### Local utilization

7 x 7 tiles, from white (low) to dark blue (high), 0 to 100% covered.
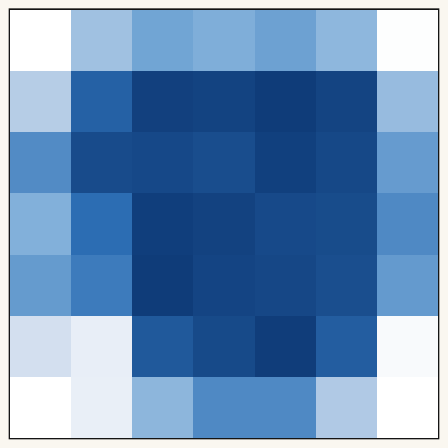
### Placed standard cells

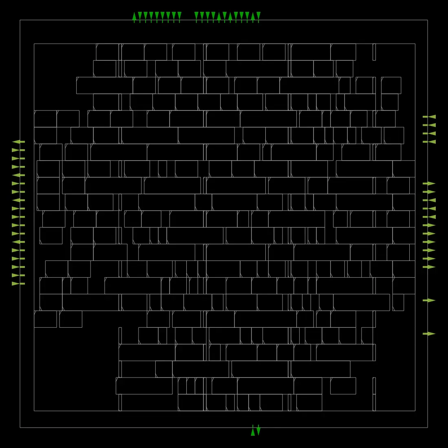
### Cell sizes after repair

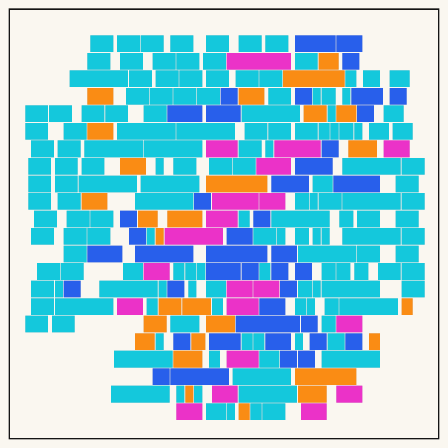
### Layout detail

Region (40, 40) to (60, 60) um. Cells in grey, sequential cells in the stronger grey; small squares are vias.
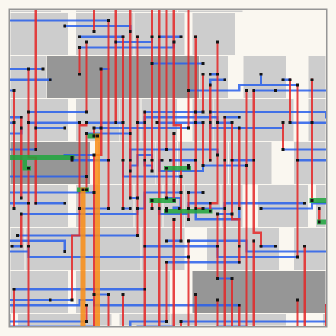
### Ports around the boundary

The bar under the picture is 20 um long. Pins as bars across the die edge, other pins in grey.
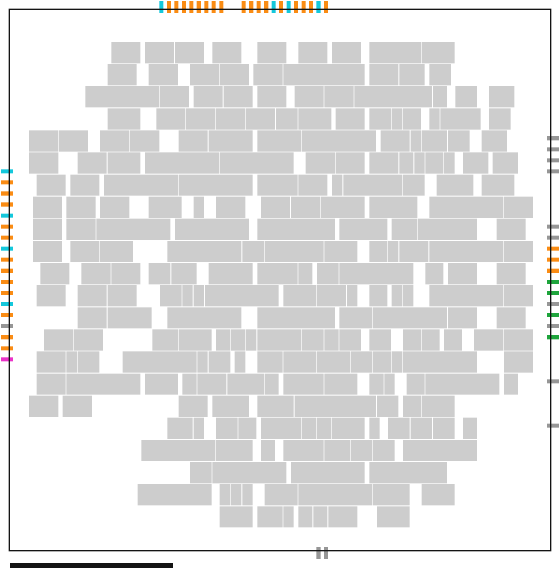
## src/rtl/uart_tx_scheduler_pkg.sv

```systemverilog
// Shared types and defaults for the UART transmit scheduler.
// Holds the FSM state encoding and the default frame timing.
package uart_tx_scheduler_pkg;

  typedef enum logic [2:0] {
    IDLE       = 3'd0,
    LOAD       = 3'd1,
    WAIT_START = 3'd2,
    SENDING    = 3'd3,
    GAP        = 3'd4
  } state_t;

  localparam int DEF_DATA_W        = 8;
  localparam int DEF_GAP_CYCLES    = 10;
  localparam int DEF_START_TIMEOUT = 16;

  function automatic int max_int(input int a, input int b);
    return (a > b) ? a : b;
  endfunction

endpackage

```

## src/rtl/uart_tx_scheduler_rr_arbiter.sv

```systemverilog
// Combinational rotating-priority picker: the first set request strictly
// after i_ptr (with wrap) wins, so the last winner has lowest priority.
module rr_arbiter #(
  parameter int NUM_REQ = 4,
  parameter int IDX_W   = (NUM_REQ > 1) ? $clog2(NUM_REQ) : 1
) (
  input  logic [NUM_REQ-1:0] i_req,
  input  logic [IDX_W-1:0]   i_ptr,
  output logic [NUM_REQ-1:0] o_onehot,
  output logic [IDX_W-1:0]   o_idx,
  output logic               o_any
);

  logic [2*NUM_REQ-1:0] w_dbl;
  logic [2*NUM_REQ-1:0] w_sh;
  logic [IDX_W:0]       w_sh_amt;
  logic [NUM_REQ-1:0]   w_rot;

  // Rotate so bit k of w_rot is requester (ptr+1+k) mod NUM_REQ.
  assign w_dbl    = {i_req, i_req};
  assign w_sh_amt = {1'b0, i_ptr} + (IDX_W+1)'(1);
  assign w_sh     = w_dbl >> w_sh_amt;
  assign w_rot    = w_sh[NUM_REQ-1:0];

  always_comb begin
    o_any = 1'b0;
    o_idx = '0;
    for (int k = NUM_REQ - 1; k >= 0; k--) begin
      if (w_rot[k]) begin
        o_any = 1'b1;
        o_idx = IDX_W'((int'(i_ptr) + 1 + k) % NUM_REQ);
      end
    end
  end

  for (genvar gi = 0; gi < NUM_REQ; gi++) begin : g_onehot
    assign o_onehot[gi] = o_any && (o_idx == IDX_W'(gi));
  end

endmodule

```

## src/rtl/uart_tx_scheduler.sv

```systemverilog
// Round-robin scheduler sharing one UART transmitter among NUM_REQ requesters:
// latch byte, pulse load, follow tx_state through the frame, then hold an idle gap.
module uart_tx_scheduler
  import uart_tx_scheduler_pkg::*;
#(
  parameter int NUM_REQ       = 4,
  parameter int DATA_W        = DEF_DATA_W,
  parameter int GAP_CYCLES    = DEF_GAP_CYCLES,
  parameter int START_TIMEOUT = DEF_START_TIMEOUT
) (
  input  logic                      clk,
  input  logic                      reset,
  input  logic [NUM_REQ-1:0]        req,
  input  logic [NUM_REQ*DATA_W-1:0] req_data,
  output logic [NUM_REQ-1:0]        grant,
  output logic [NUM_REQ-1:0]        done,
  output logic                      tx_load,
  output logic [DATA_W-1:0]         tx_data,
  input  logic                      tx_state,
  output logic                      busy,
  output logic                      err_timeout
);

  localparam int IDX_W = (NUM_REQ > 1) ? $clog2(NUM_REQ) : 1;
  localparam int CNT_W = $clog2(max_int(GAP_CYCLES, START_TIMEOUT)) + 1;

  state_t              r_state;
  logic [CNT_W-1:0]    r_cnt;
  logic [IDX_W-1:0]    r_ptr;
  logic [NUM_REQ-1:0]  r_grant;
  logic [NUM_REQ-1:0]  r_done;
  logic [DATA_W-1:0]   r_tx_data;

  logic [NUM_REQ-1:0]  w_onehot;
  logic [IDX_W-1:0]    w_idx;
  logic                w_any;
  logic [DATA_W-1:0]   w_bytes [NUM_REQ];

  for (genvar gi = 0; gi < NUM_REQ; gi++) begin : g_bytes
    assign w_bytes[gi] = req_data[gi*DATA_W +: DATA_W];
  end

  rr_arbiter #(
    .NUM_REQ (NUM_REQ),
    .IDX_W   (IDX_W)
  ) u_arb (
    .i_req    (req),
    .i_ptr    (r_ptr),
    .o_onehot (w_onehot),
    .o_idx    (w_idx),
    .o_any    (w_any)
  );

  always_ff @(posedge clk or posedge reset) begin
    if (reset) begin
      r_state   <= IDLE;
      r_cnt     <= '0;
      r_ptr     <= IDX_W'(NUM_REQ - 1);
      r_grant   <= '0;
      r_done    <= '0;
      r_tx_data <= '0;
    end else begin
      r_done <= '0;
      case (r_state)
        IDLE: begin
          if (w_any) begin
            r_grant   <= w_onehot;
            r_tx_data <= w_bytes[w_idx];
            r_ptr     <= w_idx;
            r_state   <= LOAD;
          end
        end
        LOAD: begin
          r_cnt   <= '0;
          r_state <= WAIT_START;
        end
        WAIT_START: begin
          if (tx_state) begin
            r_state <= SENDING;
          end else if (r_cnt == CNT_W'(START_TIMEOUT - 1)) begin
            r_grant <= '0;
            r_cnt   <= '0;
            r_state <= GAP;
          end else begin
            r_cnt <= r_cnt + CNT_W'(1);
          end
        end
        SENDING: begin
          // The grant is still one-hot on the owner, so it doubles as the done vector.
          if (!tx_state) begin
            r_done  <= r_grant;
            r_grant <= '0;
            r_cnt   <= '0;
            r_state <= GAP;
          end
        end
        GAP: begin
          if (r_cnt == CNT_W'(GAP_CYCLES - 1)) begin
            r_cnt   <= '0;
            r_state <= IDLE;
          end else begin
            r_cnt <= r_cnt + CNT_W'(1);
          end
        end
        default: r_state <= IDLE;
      endcase
    end
  end

  assign grant       = r_grant;
  assign done        = r_done;
  assign tx_data     = r_tx_data;
  assign tx_load     = (r_state == LOAD);
  assign busy        = (r_state != IDLE);
  assign err_timeout = (r_state == WAIT_START) && !tx_state &&
                       (r_cnt == CNT_W'(START_TIMEOUT - 1));

endmodule

```

## config.mk

```make
export PLATFORM = sky130hd
export DESIGN_NAME = uart_tx_scheduler
export DESIGN_NICKNAME = d
export VERILOG_FILES = /design/src/rtl/uart_tx_scheduler_pkg.sv /design/src/rtl/uart_tx_scheduler_rr_arbiter.sv /design/src/rtl/uart_tx_scheduler.sv
export SDC_FILE = /design/constraint.sdc
export NUM_CORES = 1
export LEC_CHECK = 0
export ABC_CLOCK_PERIOD_IN_PS = 1600
export CORE_MARGIN = 2
export CORE_UTILIZATION = 40
export DETAILED_ROUTE_END_ITERATION = 16
export PLACE_DENSITY = 0.86
export SETUP_SLACK_MARGIN = 0.02
export SYNTH_ARGS = -nofsm -noshare
export SYNTH_HDL_FRONTEND = slang
export SYNTH_SLANG_ARGS = --single-unit
```

## constraint.sdc

```tcl
create_clock -name clk -period 1.6 [get_ports clk]
set_clock_uncertainty 0.05 [all_clocks]
set_input_delay 0.24 -clock clk [delete_from_list [all_inputs] [get_ports clk]]
set_output_delay 0.24 -clock clk [all_outputs]
set_load 0.01 [all_outputs]
```

==> impl.org <==
* Flow results

** Outcome
- The flow ran to the end, but the final reports show violations.
- The final reports fail on setup timing.

** GRT
- Global-route wire length before repair :: 6.906 mm
- Entering global routing, the biggest net connects 27 pins.
- The initial antenna violation count is 0.
- Routing resource usage on met2 recorded by global route was 0.3875.
- The global routing report lists met1 layer usage as 0.2415.
- GRT met3 Usage :: 0.02726
- Grt peak-use layer :: met2
- Via count of the first global-routing pass :: about 1500
- In the global route stage, overall resource usage came out at 0.2031.
- Per the GRT congestion report, total overflow comes to 0.

** Final layout
- Number of flip-flops and latches :: 26
- Layout clock area frac :: 0.01976
- The library cells used most frequently in the layout, excluding fill and tap cells, are sky130_fd_sc_hd__clkdlybuf4s50_1, sky130_fd_sc_hd__mux2i_1, sky130_fd_sc_hd__dfrtp_1.
- The layout report lists the non-clock buffer share of cell area as 0.3399.
- Clkbuf count :: 4
- Number of ordinary inverters in the final layout :: 13
- The final antenna diode tally reported by the flow is 0.
- Per the layout area report, the combinational gate area comes to 1017 um2.
- After the flow finishes, the layout carries non-filler instances totaling slightly below 300.
- Cell kind with the greatest summed area :: multi-input combinational cells
- Sequential Area :: around 650 um2
- Multi-input combinational cells in the finished layout were counted as around 110.
- Plain + repair buffers :: 95
- At the end of the flow, the number of nets in the layout was just under 300.
- Flop share of the area :: 0.2348
- In this run the layout overhead on the synthesized area is reported as 78.73%.
- Fraction of final layout cells with drive strength greater than 1 :: 0.3633
- The fraction of cell area in multi-input combinational cells is reported as 0.3651.
- Most common logic cell in the routed design :: sky130_fd_sc_hd__clkdlybuf4s50_1

** Die
- Well tap count :: roughly 48
- The die is approximately 66 um wide.
- Die height :: about 66 um
- Per the OpenROAD floorplan log, the area of the die is between 4000 and 5000 um2.
- In the floorplan report the effective utilization is 0.4195.
- In this run the count of I/O pins placed on the die edge is slightly below 60.

** CTS
- For this design, the sink count on the clock tree is 26.
- The CTS report gives the tree buffer count as 3.
- Count of cells resized by post-cts repair :: between 40 and 50
- The tree is rooted in a sky130_fd_sc_hd__clkbuf_8.
- Per the CTS log, the buffer count on the longest clock path is 2.
- In this run the number of H-tree levels came out at 1.
- TritonCTS built the clock tree.
- Number of setup buffers added after CTS :: 8
- Clk Latency, worst-skew pair :: ~0.28 ns
- The post-CTS hold buffer count recorded in the log is 0.
- Clock transition time at the flip-flop clock pins of the worst setup and hold paths :: about 0.09 ns

** Synth
- Avg Inst Size Synth :: around 10 um2
- Floorplan Nets :: 195
- Distinct cell type count of the synthesized netlist :: 34
- After synthesis, the cell types taking the most area are sky130_fd_sc_hd__dfrtp_1, sky130_fd_sc_hd__mux2i_1, sky130_fd_sc_hd__mux2_2, sky130_fd_sc_hd__dfstp_2, sky130_fd_sc_hd__ha_1.
- The cell-mix breakdown from Yosys lists the XOR/XNOR area share as 0.005618.
- Cells after Synth :: approximately 150
- According to the Yosys statistics, the synthesized design has a chip area of 1559 um2.
- Yosys stat counts 152 cells in the synthesized netlist.
- The cell area that synthesis handed to floorplanning was ~1600 um2.
- Per the synthesis report, the dominant area consumer among library cells is sky130_fd_sc_hd__dfrtp_1.
- AND/OR/NAND/NOR Cells, Area Fraction :: 0.1340
- The synthesis log from Yosys contains 0 warnings.
- MUX share of area :: 0.2119
- Dominant combinational family :: multiplexers
- #FFs+latches synth :: 26
- Area fraction in full adders, half adders and majority gates :: 0.03210
- Complex Gates by Area :: 0.1284
- Seq share, synth :: 0.4189
- The area fraction of the largest cell type after synthesis is 0.3852.

** Setup path
- The worst setup path is launched from a register.
- Worst endpoint required time :: 1.72 ns
- STA puts the critical path data arrival time at between 2 and 2.5 ns.
- Capturing element type of the critical path :: register
- For flop-to-flop paths, the worst setup slack is -0.29 ns.
- Critical path class :: reg2reg
- The number of cells on the worst reg-to-reg path is 7.
- Highest fanout seen on the critical path :: 4
- Worst reg2reg endpoint :: tx_data[7]$_DFFE_PP0P_
- The startpoint identified for the worst register-to-register timing path is r_ptr[0]$_DFFE_PP1P_.

** Power
- Leakage dissipation :: 0.001260 uW
- Seq pwr share :: 0.232
- Worst IR drop on VDD :: just under 0.9 mV
- The share of total power dissipated in the clock network is 0.093.
- Internal :: about 3000 uW
- Switching part of the total power :: 0.3763
- P per Cell Area :: roughly 1700 nW/um2
- Clock network power for this build is about 440 uW.
- Seq. pwr :: 1090 uW
- Fraction of power consumed by combinational cells :: 0.675
- Summed over all combinational cells, the power is approximately 3200 uW.
- Max power group :: combinational logic
- Reported net switching power :: about 1800 uW

** Timing
- Counting pins that exceed their max-slew limit in the final report gives 0.
- Unrepaired setup endpoints after global routing :: yes
- For this run, the top clock speed supported by timing is roughly 0.53 GHz.
- Endpoints failing hold in the final report were tallied at 0.
- The final timing report derives a shortest allowable period of around 1.9 ns.
- Final setup violating endpoints :: 18
- Final setup margin :: -0.2927 ns
- Worst rel slew slack :: 0.7675
- Sum of negative setup slack :: -3.140 ns
- Tcrit/Tclk final :: 1.183
- Transition at the pin with the smallest max-transition slack :: roughly 0.35 ns
- Hold timing on the final database bottoms out at a slack of about 0.25 ns.

** Routing
- Wire segments on met3 add up to 241 um in the final route.
- Antenna-violating nets left :: 0
- Detailed Routing Iterations Pass 1 :: 4
- Drt initial violations :: just under 70
- Detailed routing placed a total of between 2 and 2.5 mm of wire on met2.
- Vias post-DR :: approximately 1500
- Routed Wire Length :: ~4.8 mm
- After detailed routing, no signal wire sits above met4.
- In the final routed layout, each cell accounts on average for roughly 16 um.
- Vias/cell :: roughly 5.3
- Drt drc :: 0
- In the per-layer summary, the met1 wirelength comes to ~1.9 mm.

** Placed design
- Count of input and output buffers :: between 50 and 60
- After legalization and detailed placement, the total HPWL measured 2.868 mm.
- Final weighted congestion of routability-driven global placement :: between 0.8 and 0.9
- Including well taps, the total number of placed cells is 276.

** Flow run
- Number of max-capacitance violations reported :: 0
- Number of warnings in the stage logs :: 31

** Min path
- According to the hold report, the worst path is of the in2async type.
## Picture notes: 'Local utilization'
emptiest ninth of the die: south-west
tiles over 75% full: 47%
densest ninth of the die: centre
mean over tiles: 62%

## Picture notes: 'Placed standard cells'
layout filler cell count: 245
standard-cell row count: 22
Core Area: 3716 um2

## Picture notes: 'Cell sizes after repair'
[blue] x3 and x4 | cells: 42 | share: 17% | most used: buf_4
[cyan] x1 and smaller | cells: 156 | share: 64% | most used: clkdlybuf4s50_1
[orange] x2 | cells: 27 | share: 11% | most used: mux2_2
[magenta] x6 and larger | cells: 20 | share: 8.2% | most used: buf_6

## Picture notes: 'Layout detail'
[orange] M4
[red] M2
[green] M3
[blue] M1
sequential cells in the window: 3
most frequent: nor2_1 (4), mux2i_1 (4), buf_4 (4)
cells with their middle in the window: 33

## Picture notes: 'Ports around the boundary'
[orange] `req_data` | pins: 32 | direction: input | edge: 17 north, 12 west, 3 east
[green] `done` | pins: 4 | direction: output | edge: east
[magenta] `clk` | pins: 1 | direction: input | edge: west
[cyan] `tx_data` | pins: 8 | direction: output | edge: 4 west, 4 north
all pins by edge: 21 north, 18 west, 17 east, 2 south

[registers in the layout, indices dropped and copies added, names as in the netlist]
| name | flops |
|---|---|
| r_state | 3 |
| r_ptr | 2 |
| r_cnt | 5 |
| done | 4 |
| tx_data | 8 |
| grant | 4 |
[stage by stage]
step	instance area [um2]	worst slack (ns)	power [uW]	util
floorplan	1588	-0.1211	2380	-
global placement	2387	-0.5299	3285	0.6424
global route	2786	-0.3424	4939	0.7498
finish	2786	-0.2927	4692	0.7498
CTS	2628	-0.2110	4177	0.7071
detailed placement	2387	-0.5833	3355	0.6424
[synth_stat cells]
library cell	instances
sky130_fd_sc_hd__a21oi_1	9
sky130_fd_sc_hd__or3_1	3
sky130_fd_sc_hd__a211oi_2	1
sky130_fd_sc_hd__xor2_1	1
sky130_fd_sc_hd__o21a_1	1
sky130_fd_sc_hd__o21ai_0	7
sky130_fd_sc_hd__a211o_1	2
sky130_fd_sc_hd__o311ai_1	1
sky130_fd_sc_hd__mux2_2	8
sky130_fd_sc_hd__nand2b_1	4
sky130_fd_sc_hd__o22a_1	1
sky130_fd_sc_hd__nor2_2	1
sky130_fd_sc_hd__o31a_1	1
sky130_fd_sc_hd__a21o_1	1
sky130_fd_sc_hd__and3b_1	1
sky130_fd_sc_hd__dfstp_2	2
sky130_fd_sc_hd__clkbuf_1	3
sky130_fd_sc_hd__ha_1	4
sky130_fd_sc_hd__buf_6	2
sky130_fd_sc_hd__nand2_1	8
sky130_fd_sc_hd__nor3_1	3
sky130_fd_sc_hd__nor2_1	8
sky130_fd_sc_hd__buf_2	1
sky130_fd_sc_hd__and3_1	4
sky130_fd_sc_hd__dfrtp_1	24
sky130_fd_sc_hd__nor3b_2	2
sky130_fd_sc_hd__buf_12	1
sky130_fd_sc_hd__a211o_2	1
sky130_fd_sc_hd__o22ai_1	5
sky130_fd_sc_hd__nand3_1	2
sky130_fd_sc_hd__inv_1	13
sky130_fd_sc_hd__o31ai_1	1
sky130_fd_sc_hd__mux2i_1	24
sky130_fd_sc_hd__nor3b_1	2
[worst max path at each step]
| stage | start | endpoint | cells past startpoint |
|---|---|---|---|
| after detailed placement | req[1] | tx_data[1]$_DFFE_PP0P_ | 7 |
| after global placement | req[3] | tx_data[3]$_DFFE_PP0P_ | 7 |
| final | r_ptr[0]$_DFFE_PP1P_ | tx_data[7]$_DFFE_PP0P_ | 7 |
| after global routing | r_ptr[0]$_DFFE_PP1P_ | tx_data[7]$_DFFE_PP0P_ | 7 |
| after CTS | r_ptr[0]$_DFFE_PP1P_ | tx_data[1]$_DFFE_PP0P_ | 7 |
| after floorplan | r_ptr[1]$_DFFE_PP1P_ | tx_data[0]$_DFFE_PP0P_ | 7 |
[worst max-delay path: stages, from the launching register on]
cell                        delay [ns]
sky130_fd_sc_hd__dfstp_2          0.58
sky130_fd_sc_hd__nor3b_2          0.07
sky130_fd_sc_hd__a211oi_4         0.16
sky130_fd_sc_hd__buf_6            0.18
sky130_fd_sc_hd__clkbuf_16        0.15
sky130_fd_sc_hd__mux2i_1          0.20
sky130_fd_sc_hd__mux2i_1          0.11
sky130_fd_sc_hd__mux2_4           0.27
Power and IR drop assume default switching activity.
